`src/rtl/sd_host_defs.sv`:
```
// Shared SD host definitions: CRC7 polynomial, standard frame lengths, and the
// deserializer FSM state encoding.
package sd_host_defs;

  // x^7 + x^3 + 1, with the x^7 term implicit
  localparam logic [6:0] CRC7_POLY = 7'h09;

  localparam int unsigned CMD_FRAME_W  = 48;
  localparam int unsigned R2_FRAME_W   = 136;
  localparam int unsigned R2_CRC_START = 8;

  typedef enum logic {
    StIdle  = 1'b0,
    StShift = 1'b1
  } deser_state_e;

endpackage

```
`src/rtl/sd_frame_deserializer_if.sv`:
```
// Frame output port of the CMD deserializer: a frame with its status on a
// valid/ready handshake, plus the overrun pulse.
interface sd_frame_deserializer_if
  import sd_host_defs::*;
#(
  parameter int unsigned FRAME_W = CMD_FRAME_W
) ();

  logic [FRAME_W-1:0] frame_out;
  logic               frame_valid;
  logic               frame_ready;
  logic               end_err;
  logic               crc_err;
  logic               overrun;

  modport master (
    output frame_out, frame_valid, end_err, crc_err, overrun,
    input  frame_ready
  );

  modport slave (
    input  frame_out, frame_valid, end_err, crc_err, overrun,
    output frame_ready
  );

endinterface

```
`src/rtl/sd_crc7_serial.sv`:
```
// Bit-serial CRC7 (x^7 + x^3 + 1, initial value 0). clear_i wins over enable_i.
// Shared between the CMD receive and transmit paths.
module sd_crc7_serial
  import sd_host_defs::*;
(
  input  logic       sd_clock,
  input  logic       reset,
  input  logic       clear_i,
  input  logic       enable_i,
  input  logic       data_i,
  output logic [6:0] crc_o
);

  logic [6:0] crc_q, crc_d;
  logic       feedback;

  always_comb begin
    feedback = crc_q[6] ^ data_i;
    crc_d    = crc_q;
    if (clear_i) begin
      crc_d = '0;
    end else if (enable_i) begin
      crc_d = {crc_q[5:0], 1'b0} ^ (feedback ? CRC7_POLY : 7'h00);
    end
  end

  always_ff @(posedge sd_clock) begin
    if (reset) begin
      crc_q <= '0;
    end else begin
      crc_q <= crc_d;
    end
  end

  assign crc_o = crc_q;

endmodule

```
`src/rtl/sd_frame_deserializer.sv`:
```
// Serial-to-parallel SD CMD frame receiver, MSB first, with end-bit and CRC7
// status. The CRC7 checker is built only when SD_DESER_CRC7_EN is defined.
module sd_frame_deserializer
  import sd_host_defs::*;
#(
  parameter int unsigned FRAME_W   = CMD_FRAME_W,
  parameter int unsigned CRC_START = 0
) (
  input  logic                    sd_clock,
  input  logic                    reset,
  input  logic                    enable,
  input  logic                    serial_in,
  output logic                    busy,
  sd_frame_deserializer_if.master frm
);

  localparam int unsigned CNT_W = $clog2(FRAME_W);
  localparam logic [CNT_W-1:0] LastIdx = CNT_W'(FRAME_W - 1);

  deser_state_e       state_q;
  logic [CNT_W-1:0]   cnt_q;
  logic [FRAME_W-2:0] shift_q;
  logic [FRAME_W-1:0] frame_q;
  logic               frame_valid_q;
  logic               busy_q;
  logic               end_err_q;
  logic               crc_err_q;
  logic               overrun_q;
  logic               crc_bad;

`ifdef SD_DESER_CRC7_EN
  logic [6:0]     crc;
  logic [CNT_W:0] cnt_inc;
  logic           crc_en;

  // cnt_q is the index of the bit sampled on this edge. The start bit (index 0)
  // is a zero shifted into a cleared CRC, so skipping it in IDLE changes nothing.
  assign cnt_inc = {1'b0, cnt_q} + (CNT_W + 1)'(1);
  assign crc_en  = enable && (cnt_inc > (CNT_W + 1)'(CRC_START)) &&
                   (cnt_q <= CNT_W'(FRAME_W - 9));

  sd_crc7_serial u_crc7 (
    .sd_clock (sd_clock),
    .reset    (reset),
    .clear_i  (state_q == StIdle),
    .enable_i (crc_en),
    .data_i   (serial_in),
    .crc_o    (crc)
  );

  // At the end-bit edge the received CRC field sits in the low seven bits.
  assign crc_bad = (crc != shift_q[6:0]);
`else
  logic unused_crc_start;
  assign unused_crc_start = ^CRC_START;
  assign crc_bad          = 1'b0;
`endif

  always_ff @(posedge sd_clock) begin
    if (reset) begin
      state_q       <= StIdle;
      cnt_q         <= '0;
      shift_q       <= '0;
      frame_q       <= '0;
      frame_valid_q <= 1'b0;
      busy_q        <= 1'b0;
      end_err_q     <= 1'b0;
      crc_err_q     <= 1'b0;
      overrun_q     <= 1'b0;
    end else begin
      overrun_q <= 1'b0;
      if (frm.frame_ready && frame_valid_q) begin
        frame_valid_q <= 1'b0;
      end
      if (enable) begin
        unique case (state_q)
          StIdle: begin
            if (!serial_in) begin
              state_q <= StShift;
              shift_q <= '0;
              cnt_q   <= CNT_W'(1);
              busy_q  <= 1'b1;
            end
          end
          StShift: begin
            shift_q <= {shift_q[FRAME_W-3:0], serial_in};
            cnt_q   <= cnt_q + CNT_W'(1);
            if (cnt_q == LastIdx) begin
              state_q <= StIdle;
              cnt_q   <= '0;
              busy_q  <= 1'b0;
              // A held frame is never overwritten; the new one is dropped instead.
              if (!frame_valid_q || frm.frame_ready) begin
                frame_q       <= {shift_q, serial_in};
                end_err_q     <= !serial_in;
                crc_err_q     <= crc_bad;
                frame_valid_q <= 1'b1;
              end else begin
                overrun_q <= 1'b1;
              end
            end
          end
          default: state_q <= StIdle;
        endcase
      end
    end
  end

  assign busy            = busy_q;
  assign frm.frame_out   = frame_q;
  assign frm.frame_valid = frame_valid_q;
  assign frm.end_err     = end_err_q;
  assign frm.crc_err     = crc_err_q;
  assign frm.overrun     = overrun_q;

endmodule
```
`src/flat_wrapper.sv`:
```
// flat-port wrapper written by rule: the top's interface ports become plain ports
module sd_frame_deserializer_flat import sd_host_defs::*;
#(
  parameter int unsigned FRAME_W   = CMD_FRAME_W,
  parameter int unsigned CRC_START = 0
)
  (sd_clock, reset, enable, serial_in, busy, frm_frame_out, frm_frame_valid, frm_end_err, frm_crc_err, frm_overrun, frm_frame_ready);
  sd_frame_deserializer_if #(.FRAME_W(FRAME_W)) frm_i ();
  input  logic sd_clock;
  input  logic reset;
  input  logic enable;
  input  logic serial_in;
  output logic busy;
  output wire logic [$bits(frm_i.frame_out)-1:0] frm_frame_out;
  output wire logic [$bits(frm_i.frame_valid)-1:0] frm_frame_valid;
  output wire logic [$bits(frm_i.end_err)-1:0] frm_end_err;
  output wire logic [$bits(frm_i.crc_err)-1:0] frm_crc_err;
  output wire logic [$bits(frm_i.overrun)-1:0] frm_overrun;
  input wire logic [$bits(frm_i.frame_ready)-1:0] frm_frame_ready;
  assign frm_frame_out = frm_i.frame_out;
  assign frm_frame_valid = frm_i.frame_valid;
  assign frm_end_err = frm_i.end_err;
  assign frm_crc_err = frm_i.crc_err;
  assign frm_overrun = frm_i.overrun;
  assign frm_i.frame_ready = frm_frame_ready;
  sd_frame_deserializer #(.FRAME_W(FRAME_W), .CRC_START(CRC_START)) u_core (.sd_clock(sd_clock), .reset(reset), .enable(enable), .serial_in(serial_in), .busy(busy), .frm(frm_i));
endmodule
```
`config.mk`:
```
export PLATFORM = sky130hd
export DESIGN_NAME = sd_frame_deserializer_flat
export DESIGN_NICKNAME = d
export VERILOG_FILES = /design/src/rtl/sd_host_defs.sv /design/src/rtl/sd_frame_deserializer_if.sv /design/src/rtl/sd_crc7_serial.sv /design/src/rtl/sd_frame_deserializer.sv /design/src/flat_wrapper.sv
export SDC_FILE = /design/constraint.sdc
export NUM_CORES = 1
export LEC_CHECK = 0
export CORE_ASPECT_RATIO = 2
export CORE_MARGIN = 2
export CORE_UTILIZATION = 52
export DETAILED_ROUTE_END_ITERATION = 16
export GPL_TIMING_DRIVEN = 1
export PLACE_DENSITY = 0.76
export SLEW_MARGIN = 20
export SYNTH_ARGS = -nofsm -noshare
export SYNTH_HDL_FRONTEND = slang
export SYNTH_SLANG_ARGS = --single-unit
```
`constraint.sdc`:
```
create_clock -name sd_clock -period 1.98 [get_ports sd_clock]
set_clock_uncertainty 0.15 [all_clocks]
set_input_delay 0.198 -clock sd_clock [delete_from_list [all_inputs] [get_ports sd_clock]]
set_output_delay 0.198 -clock sd_clock [all_outputs]
set_load 0.005 [all_outputs]
```
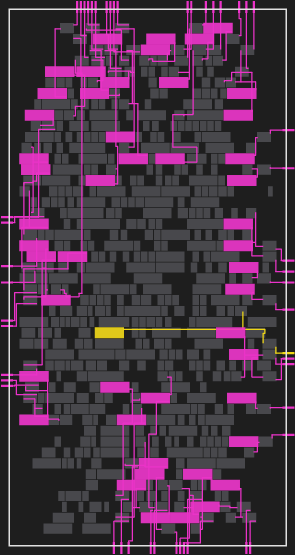
Figure 1: run 1, nets reached from selected ports.
Drawn at 4 px/um.
colour	port	bits	direction	edge	end cells	buffers	wire
magenta	frm_frame_out	48	output	18 north, 11 south, 10 east, 9 west	48	48	1330 um
yellow	frm_frame_valid	1	output	east	1	1	47.3 um

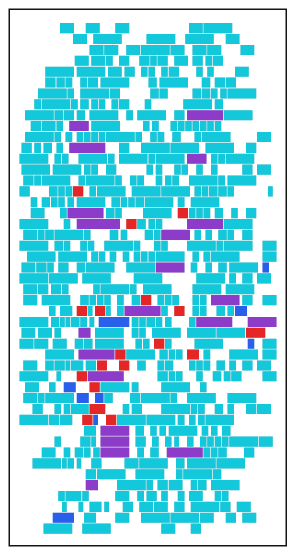
Figure 2: run 1, cell sizes after repair.
Drawn at 4 px/um.
colour	size	cells	share	most used
cyan	drive 1 or less	489	91%	dfxtp_1
blue	drive 2	9	1.7%	buf_2
purple	drive 6 and up	21	3.9%	clkbuf_16
red	drive 3 to 4	18	3.4%	buf_4
final worst setup slack: 0.2866 ns
area grow syn2layout: 21.38%
Non-CTS buffers: 78
post-route cell area: 5313 sq um

==> flow_summary.toml, run 1 <==
# synthesis and place-and-route metrics
[job]
max-cap-violations = 0
warnings = 26

[yosys]
topCellsByArea = "dfxtp_1, a21oi_1, o31ai_1"
synth-edff-count = 0
synth_area_leader_cell = "dfxtp_1"
seq_area_frac_synth = 0.4848
synthDistinctLibCells = 38
top_area_frac = 0.4848
synthesis.nets = 516
ys.flop_type = "dfxtp_1"
ys_async_sr_fraction = 0
netlist_instances = 510
yosysWarnings = 0
synth_chip_area_sq_um = 4377
ys.flops = 106
mappedNetlistArea_sq_um = 4377
postSynthAreaPerCell_sq_um = 8.582
ys_cells = 510

[placement]
hpwl_um = 7145
post-place-ws_ns = 0.1226
dp_cells = 619
place.gp.congestion = 0.8199
portBuffers = 56
dpl_cell_area_sq_um = 5000

[critical_path]
criticalPathCategory = "reg -> reg"
reg2reg_depth = 5
cp_slowest_cell = "a2111oi_0"
reg2reg_to = "u_core.busy$_SDFFE_PP0P_"
crit_chain = "ha_1, nand3b_1, buf_12, nor2_1, a2111oi_0"
rrSetupSlack_ns = 0.29
start_kind = "register"
crit_path_end_kind = "register"
max_stage_delay_ns = 0.37
arrival_ns = 1.76
cp_data_required_time_ns = 2.05
reg2reg_from = "u_core.cnt_q[1]$_SDFFE_PP0P_"
cp_max_fo = 34

[timing]
maxSlewViolCount = 0
fin_crit_ns = 1.693
rsz0062_at_grt = "false"
final.setup.tns_ns = 0
period_used_share = 0.8553
fmax_ghz = 0.5905
timing.hold.ws_ns = 0.09457
hold_violations = 0
setup_viol = 0

[cts]
h-tree-depth = 3
hold_buffers = 0
insertion_delay_ns = 0.34
clk_pin_slew_ns = 0.07
cts_resized = 0
clk_path_buf_depth = 2
cts_root_buf = "clkbuf_16"
cts_tree = "yes"
clock_sinks = 106
cts_buffers = 9
post_cts_buffers = 0

[final_layout]
num_antenna_cells = 0
final_cells = 635
nets = 538
logic_area_sq_um = 1924
drive_above_1_share = 0.08939
fillCellCount = 726
utilization = 0.6453
seqCellArea_sq_um = 2123

[floorplan]
initial_core_util = 0.5316
io_pins = 58
chipArea_sq_um = 9211
core-area_sq_um = 8233
die_w_um = 68.87
fp-row-count = 47
die_h_um = 133.7

[detailed_routing]
drt_pre_antenna_iters = 5
drc = 0
wl_per_cell_um = 18.27
drt_iter0_markers = 441
viasPerCell = 6.454
vias = 4098
ant_nets = 0
wl_um = 11600

[power]
p_total_uw = 4172
vdd_drop_max_mv = 0.8079
p_leak_uw = 0.001615
powerDensity_nw_per_um2 = 785.2

[grt]
grt_max_degree = 51
track_usage = 0.2686
overflow = 0
grt_pass1_wl_um = 19130
grt_pass1_vias = 3968
antenna_found_initial = 0

[min_path]
min_from = "enable"
min_path_type = "in -> reg"
min_to = "u_core.shift_q[15]$_SDFFE_PP0P_"
min_path_cells = 3

[outcome]
outcome = "finished, final reports clean"
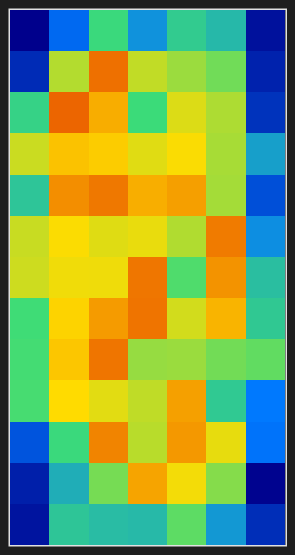
Figure 3: run 1, placement density heat map.
Drawn at 4 px/um. 7 x 13 tiles, from dark blue (low) to red (high), 0 to 100% covered.
densest ninth of the die	centre
fullest tile	89%
mean over tiles	56%
tiles over 75% full	25%
nearly empty tiles	2.2%

-- run 1: cell families after synthesis --
logic type               Yosys count  share of synthesized area
buffers and inverters             74                    0.07833
AND/OR/NAND/NOR                  120                     0.1555
flip-flops                       106                     0.4848
multiplexers                       1                   0.002287
AND-OR/OR-AND                    207                     0.2753
other                              1                  0.0008568
adder cells (fa/ha/maj)            1                   0.002858
-- run 1: worst max-delay path, delay by kind of cell, from the launching register on --
| family | cells | cell delay (ns) |
|---|---|---|
| DFF | 1 | 0.34 |
| AOI/OAI and AO/OA | 1 | 0.37 |
| and+or+nand+nor | 2 | 0.27 |
| buffers and inverters | 1 | 0.22 |
| adders and majority gates | 1 | 0.21 |
-- run 1: final cells by class --
class,instances,area share
flip-flops and latches,106,0.3997
multi-input cells,330,0.3622
repair buffers,78,0.1512
clock buffers,12,0.04828
well taps,98,0.02308
clock inverters,4,0.01060
inverters,7,0.004946
-- run 1: Yosys cell counts (all sizes together), types with 3 or more instances --
cell,instances
o21ai,49
nand3,50
nor2b,3
nand4,49
a21oi,98
clkbuf,39
dfxtp,106
inv,7
o31ai,49
buf,28
nor2,5
nand2,3
-- run 1: how the worst max path moves through the flow --
stage	slack (ns)	from	to
after CTS	0.27	u_core.cnt_q[1]$_SDFFE_PP0P_	u_core.busy$_SDFFE_PP0P_
after detailed placement	0.12	serial_in	u_core.shift_q[14]$_SDFFE_PP0P_
after floorplan	0.46	u_core.cnt_q[0]$_SDFFE_PP0P_	u_core.frm.frame_out[22]$_SDFFE_PP0P_
final	0.29	u_core.cnt_q[1]$_SDFFE_PP0P_	u_core.busy$_SDFFE_PP0P_
after global routing	0.19	u_core.cnt_q[1]$_SDFFE_PP0P_	u_core.busy$_SDFFE_PP0P_
after global placement	0.14	serial_in	u_core.shift_q[41]$_SDFFE_PP0P_
-- run 1: where the power goes --
| group | internal [uW] | switching (uW) | leakage (uW) | total [uW] |
|---|---|---|---|---|
| sequential | 2140 | 7.88 | 0.000854 | 2140 |
| clock | 1060 | 796 | 0.000154 | 1860 |
| combinational | 42.9 | 126 | 0.000607 | 169 |
| total | 3240 | 930 | 0.00162 | 4170 |
-- run 1: metal layers --
metal	vias to the layer above	global-route usage	share of wire
li1	1955	-	-
met1	1973	0.3297	0.38
met2	147	0.4482	0.53
met3	23	0.04392	0.055
met4	0	0.1166	0.028
met5	-	0	0
-- run 1: flip-flops by register name, summed over array words and instances, names as in the netlist --
| signal | count |
|---|---|
| u_core.frm.frame_out | 48 |
| u_core.shift_q | 47 |
| u_core.cnt_q | 6 |
| u_core.busy | 1 |
| u_core.frm.end_err | 1 |
| u_core.frm.frame_valid | 1 |
| u_core.frm.overrun | 1 |
| u_core.state_q | 1 |
-- run 1: placed cells by master, fill, tap and decap left out, types with 2 or more instances in the layout --
cell type,n
inv_6,2
buf_4,15
inv_1,6
buf_2,2
nor3_1,2
nand4_1,49
a21oi_1,98
o21ai_0,49
o2111ai_1,2
o31ai_1,49
clkbuf_16,9
nor4_1,2
clkdlybuf4s50_1,54
dfxtp_1,105
nand2_1,2
nor2_1,5
clkbuf_8,2
nand3_1,50
buf_12,7
Figure 4. Cell placement (run 1).
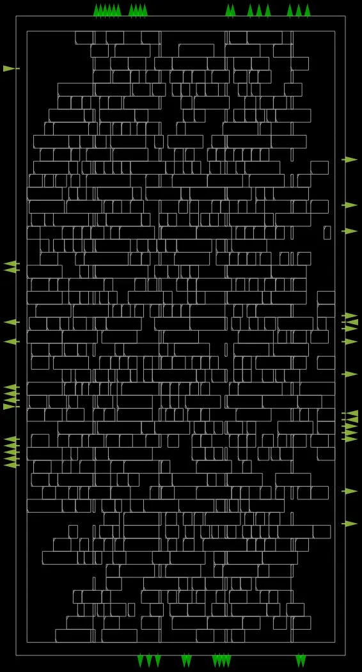

==> run 2, diff against run 1 <==
CORE_MARGIN = 5   (was 2)
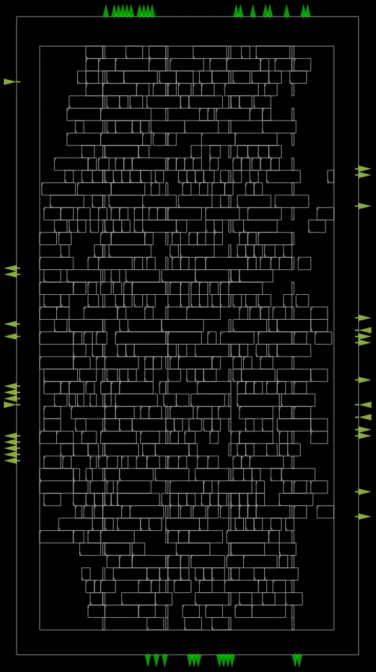
Figure 5: run 2, cell placement.
fin cells: 630
final core utilization: 0.6378
Seq area share: 0.4043

==> run 2 against run 1 <==
  * Register-to-register slack lost 0.18 ns
  * Final area shrank 1.2%
  * Worst hold slack lost 0.018 ns
  * Largest cell class unchanged
  * Largest power group unchanged
==> flow_summary.toml, run 2 <==
# synthesis and place-and-route metrics
[detailed_routing]
vias = 4058
viasPerCell = 6.441
drc = 0
drt_iter0_markers = 394
wl_um = 11400
ant_nets = 0
wl_per_cell_um = 18.10
drt_pre_antenna_iters = 5

[yosys]
topCellsByArea = "dfxtp_1, a21oi_1, o31ai_1"
synthesis.nets = 516
synth-edff-count = 0
netlist_instances = 510
yosysWarnings = 0
synthDistinctLibCells = 38
top_cell = "dfxtp_1"
common_cells = "dfxtp_1, a21oi_1, nand3_1"
ys_async_sr_fraction = 0
seq_area_frac_synth = 0.4848
ys.flop_type = "dfxtp_1"
ys_cells = 510
mappedNetlistArea_sq_um = 4377
postSynthAreaPerCell_sq_um = 8.582
synth_chip_area_sq_um = 4377
top_area_frac = 0.4848
synth_area_leader_cell = "dfxtp_1"

[critical_path]
cp_max_fo = 30
rrSetupSlack_ns = 0.10
reg2reg_to = "u_core.frm.frame_out[2]$_SDFFE_PP0P_"
arrival_ns = 1.93
crit_path_end_kind = "register"
cp_data_required_time_ns = 2.04
reg2reg_from = "u_core.cnt_q[0]$_SDFFE_PP0P_"
start_kind = "register"
reg2reg_depth = 5

[floorplan]
die_w_um = 74.87
io_pins = 58
fp-row-count = 47
die_h_um = 139.7

[timing]
timing.hold.ws_ns = 0.07607
final.setup.tns_ns = 0
fin_crit_ns = 1.875
rsz0062_at_grt = "true"
maxSlewViolCount = 0
period_used_share = 0.9471
fmax_ghz = 0.5333
hold_violations = 0

[placement]
hpwl_um = 7138
place.gp.congestion = 0.8259
post-place-ws_ns = 0.08088
dp_cells = 616
portBuffers = 56

[job]
max-cap-violations = 0
warnings = 27

[grt]
grt_max_degree = 49
overflow = 0
antenna_found_initial = 0
grt_pass1_vias = 3765
track_usage = 0.2242
grt_pass1_wl_um = 18730

[min_path]
min_path_type = "in -> reg"
min_from = "enable"
min_to = "u_core.cnt_q[1]$_SDFFE_PP0P_"

[outcome]
outcome = "finished, final reports clean"

[cts]
clk_path_buf_depth = 2
post_cts_buffers = 0
clk_pin_slew_ns = 0.06
insertion_delay_ns = 0.34
cts_resized = 0
hold_buffers = 0
cts_tree = "yes"

[power]
powerDensity_nw_per_um2 = 792.8
vdd_drop_max_mv = 0.5212
p_leak_uw = 0.001588

[final_layout]
most-common-layout-cells = "dfxtp_1, a21oi_1, clkdlybuf4s50_1"
drive_above_1_share = 0.08083
nets = 535
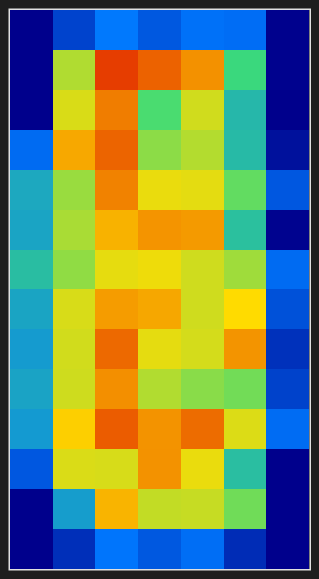
Figure 6: run 2, placement density heat map.
Drawn at 4 px/um. 7 x 14 tiles, from dark blue (low) to red (high), 0 to 100% covered.
Floorplan Utilization: 0.5316
Core Box Area: 8233 sq um

## run 2: cell type report
class	count	area, sq um
Fill cell	743	2982
Multi-Input combinational cell	330	1924
Inverter	7	26.28
Sequential cell	106	2123
Clock buffer	11	242.7
Timing Repair Buffer	75	747.0
Tap cell	98	122.6
Clock inverter	3	65.06
## run 2: critical path, cell delays in order, from the launching register on
cell and delay [ns]:
dfxtp_1 0.43, ha_1 0.24, nand3b_1 0.25, buf_6 0.28, o31ai_1 0.28, a21oi_1 0.10
## run 2: how the worst max path moves through the flow
stage / start / end / slack [ns]
after detailed placement: u_core.cnt_q[0]$_SDFFE_PP0P_ / u_core.frm.frame_out[2]$_SDFFE_PP0P_ / 0.08
after global routing: u_core.cnt_q[0]$_SDFFE_PP0P_ / u_core.frm.frame_out[22]$_SDFFE_PP0P_ / -0.01
after CTS: u_core.cnt_q[0]$_SDFFE_PP0P_ / u_core.frm.frame_out[2]$_SDFFE_PP0P_ / 0.07
after global placement: u_core.cnt_q[0]$_SDFFE_PP0P_ / u_core.frm.frame_out[4]$_SDFFE_PP0P_ / 0.19
after floorplan: u_core.cnt_q[0]$_SDFFE_PP0P_ / u_core.frm.frame_out[22]$_SDFFE_PP0P_ / 0.46
final: u_core.cnt_q[0]$_SDFFE_PP0P_ / u_core.frm.frame_out[2]$_SDFFE_PP0P_ / 0.10
## run 2: stage by stage
stage / power, uW / util / instance area [sq um]
after global routing: 4306 / 0.6378 / 5251
after floorplan: 2303 / - / 4377
after global placement: 2344 / 0.6000 / 4940
after detailed placement: 2346 / 0.6000 / 4940
after CTS: 4180 / 0.6374 / 5248
final: 4163 / 0.6378 / 5251
## run 2: power breakdown
part	switching (uW)	internal [uW]	total, uW	leakage [uW]
Combinational	115	34.2	149	0.000582
Clock	734	1130	1860	0.000151
Sequential	15.6	2140	2150	0.000854
Total	864	3300	4160	0.00159
## run 2: cells by family after synthesis
family / Yosys count / synth area share
AOI/OAI and AO/OA: 207 / 0.2753
and+or+nand+nor: 120 / 0.1555
DFF: 106 / 0.4848
buffers and inverters: 74 / 0.07833
muxes: 1 / 0.002287
adders and majority gates: 1 / 0.002858
other: 1 / 0.0008568
## run 2: routing by layer
metal  part of all wire  up-vias  GRT usage  wire length [um]
met5                  0        -          0                 0
met4              0.024        0    0.09006               274
met3              0.049       23    0.04982               560
met2               0.53      136     0.3634              6000
met1               0.40     1955     0.2810              4567
li1                   -     1944          -                 -
Figure 7. M1 wires (run 2).
Drawn at 6 px/um. Supply wires on this layer in grey.
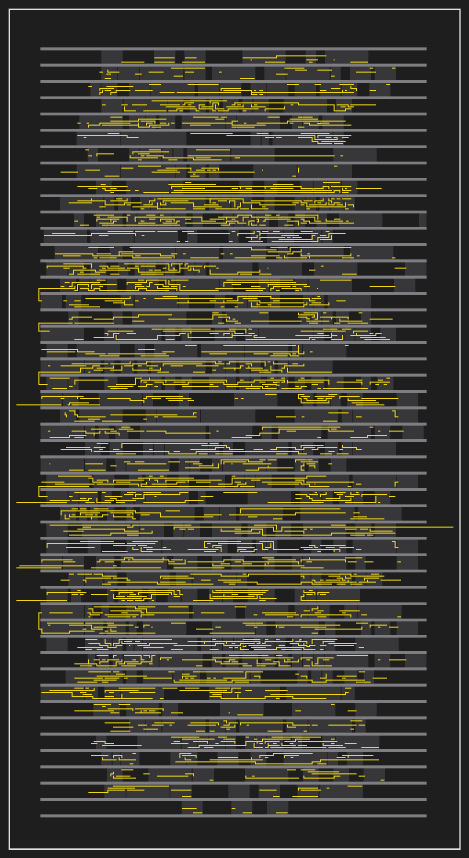

==> run 3, diff against run 2 <==
CORE_UTILIZATION = 36   (was 52)
PLACE_DENSITY = not set   (was 0.76)
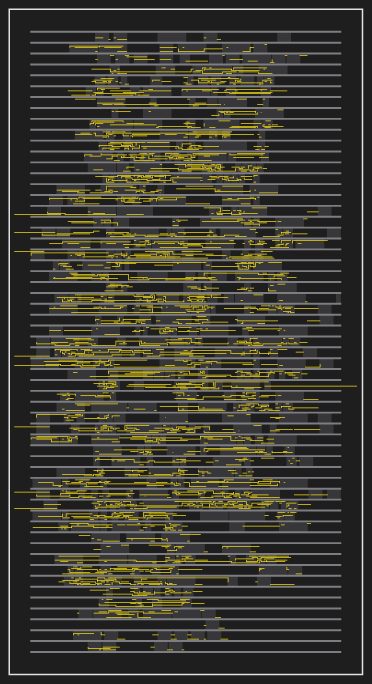
Figure 8: run 3, M1 wires.
Drawn at 4 px/um. Supply wires on this layer in grey.
nets with wire on the layer	485
share of all routed wire	41%
main direction	horizontal
longest straight run	29.9 um
wire length on this layer	4840 um

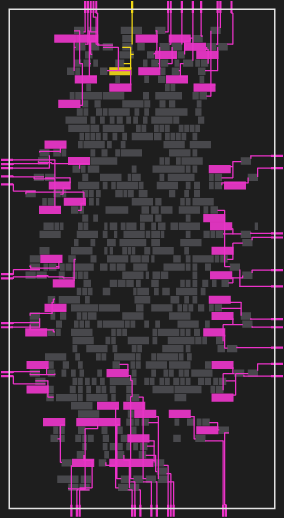
Figure 9: run 3, nets reached from selected ports.
Drawn at 3 px/um.
colour	port	bits	direction	edge	end cells	buffers	wire
magenta	frm_frame_out	48	output	13 south, 13 north, 11 west, 11 east	48	48	1300 um
yellow	frm_frame_valid	1	output	north	1	1	24.2 um

==> run 3 against run 2 <==
  * Clock power rose by 8%
  * Synthesized cell count did not move
  * Sequential share of layout area down 0.87 points
==> flow_summary.toml, run 3 <==
# synthesis and place-and-route metrics
[floorplan]
chipArea_sq_um = 14600
die_w_um = 87.97
core-area_sq_um = 12050
fp-row-count = 57
die_h_um = 165.9
initial_core_util = 0.3631
io_pins = 58

[timing]
postLayoutSetupSlackWorst_ns = 0.1987
fmax_ghz = 0.5614
setup_viol = 0
final.setup.tns_ns = 0
period_used_share = 0.8997
maxSlewViolCount = 0
fin_crit_ns = 1.781
rsz0062_at_grt = "false"
hold_violations = 0

[detailed_routing]
dr_wl_met3_um = 470
wl_um = 11800
wl_met1_um = 4841
viasPerCell = 5.820
wl_per_cell_um = 17.26
vias = 3981
top_layer_used = "met4"
drt_pre_antenna_iters = 4
drt_iter0_markers = 204
ant_nets = 0
wl_met2_um = 6297
drc = 0

[critical_path]
start_kind = "register"
cp_data_required_time_ns = 2.11
crit_path_end_kind = "register"
rrSetupSlack_ns = 0.20
arrival_ns = 1.91
criticalPathCategory = "reg -> reg"
reg2reg_from = "u_core.state_q$_SDFFE_PP0P_"
reg2reg_depth = 4
worstSetupStartpoint = "u_core.state_q$_SDFFE_PP0P_"
reg2reg_to = "u_core.frm.frame_out[14]$_SDFFE_PP0P_"

[yosys]
postSynthAreaPerCell_sq_um = 8.582
mappedNetlistArea_sq_um = 4377
synthesis.nets = 516
synth_area_leader_cell = "dfxtp_1"
synth-edff-count = 0
synth_chip_area_sq_um = 4377
topCellsByArea = "dfxtp_1, a21oi_1, o31ai_1"
ys.flop_type = "dfxtp_1"
ys_async_sr_fraction = 0
netlist_instances = 510
synthDistinctLibCells = 38
common_cells = "dfxtp_1, a21oi_1, nand3_1"
top_cell = "dfxtp_1"
ys.flops = 106
yosysWarnings = 0
seq_area_frac_synth = 0.4848
top_area_frac = 0.4848
ys_cells = 510

[cts]
cts_tree = "yes"
insertion_delay_ns = 0.35
cts_root_buf = "clkbuf_16"
clk_path_buf_depth = 2
cts_resized = 0
h-tree-depth = 3
hold_buffers = 0
cts_buffers = 9
clk_pin_slew_ns = 0.08
post_cts_buffers = 0

[placement]
portBuffers = 56
post-place-ws_ns = 0.1714
hpwl_um = 7602
place.gp.congestion = 0.7741

[final_layout]
fillCellCount = 1216
synthToLayoutAreaGrowth_pct = 22.61
num_antenna_cells = 0
layout_top_cell = "dfxtp_1"
nets = 538
drive_above_1_share = 0.09311
largest_reg_flops = 48

[grt]
track_usage = 0.1625
antenna_found_initial = 0
overflow = 0
grt_max_degree = 51
grt_pass1_wl_um = 19060

[min_path]
min_to = "u_core.shift_q[1]$_SDFFE_PP0P_"
min_path_type = "in -> reg"
min_from = "enable"

[job]
max-cap-violations = 0
warnings = 26

[power]
vdd_drop_max_mv = 0.5156
p_leak_uw = 0.001622
powerDensity_nw_per_um2 = 802.4

[outcome]
outcome = "finished, final reports clean"
run 3: worst max-delay path by stage:
stage,to,slack (ns),cells after the start
after detailed placement,u_core.frm.frame_out[14]$_SDFFE_PP0P_,0.17,5
final,u_core.frm.frame_out[14]$_SDFFE_PP0P_,0.20,4
after global placement,u_core.frm.frame_out[36]$_SDFFE_PP0P_,0.21,4
after CTS,u_core.frm.frame_out[36]$_SDFFE_PP0P_,0.19,4
after floorplan,u_core.frm.frame_out[22]$_SDFFE_PP0P_,0.46,6
after global routing,u_core.busy$_SDFFE_PP0P_,0.05,5
run 3: kinds of logic (layout without fill, tap and decap cells):
logic type	Yosys count	after routing	synth area share
DFF	106	106	0.4848
adders and majority gates	1	1	0.002858
and+or+nand+nor	120	120	0.1555
buffers and inverters	74	101	0.07833
AOI/OAI and AO/OA	207	207	0.2753
other	1	1	0.0008568
muxes	1	1	0.002287
run 3: final cells by class:
| cell class | instances | area [sq um] | share of cell area |
|---|---|---|---|
| clock buffer | 9 | 225.2 | 0.04197 |
| clock inverter | 7 | 108.9 | 0.02028 |
| inverter | 7 | 26.28 | 0.004896 |
| multi-input combinational | 330 | 1931 | 0.3598 |
| sequential | 106 | 2123 | 0.3957 |
| tap | 147 | 183.9 | 0.03427 |
| timing repair buffer | 78 | 768.2 | 0.1432 |
run 3: power breakdown:
part | total (uW) | switching (uW) | internal [uW] | leakage, uW
Combinational | 156 | 118 | 38.3 | 0.000603
Sequential | 2150 | 14.3 | 2140 | 0.000854
Clock | 2000 | 861 | 1140 | 0.000164
run 3: stage by stage:
step	instances	hold slack, ns	total power, uW	instance area (sq um)	util
4_1_cts	684	0.07288	4360	5366	0.4452
5_1_grt	684	0.09718	4457	5366	0.4452
2_1_floorplan	510	0.2212	2303	4377	-
3_3_place_gp	668	0.3086	2352	5032	0.4175
3_5_place_dp	668	0.3107	2356	5032	0.4175
6_report	684	0.09332	4306	5366	0.4452
run 3: per-layer routing:
| metal | global-route usage | vias up |
|---|---|---|
| met5 | 0 | - |
| met4 | 0.06480 | 0 |
| met3 | 0.03078 | 12 |
| met2 | 0.2835 | 84 |
| met1 | 0.1899 | 1922 |
| li1 | - | 1963 |
run 3: worst max-delay path: stages, from the launching register on:
cell and delay (ns):
dfxtp_2 0.57, and4_4 0.51, buf_4 0.21, nand4_1 0.10
a21oi_1 0.15
No activity file was given, so power comes from the tool's default toggle rates.
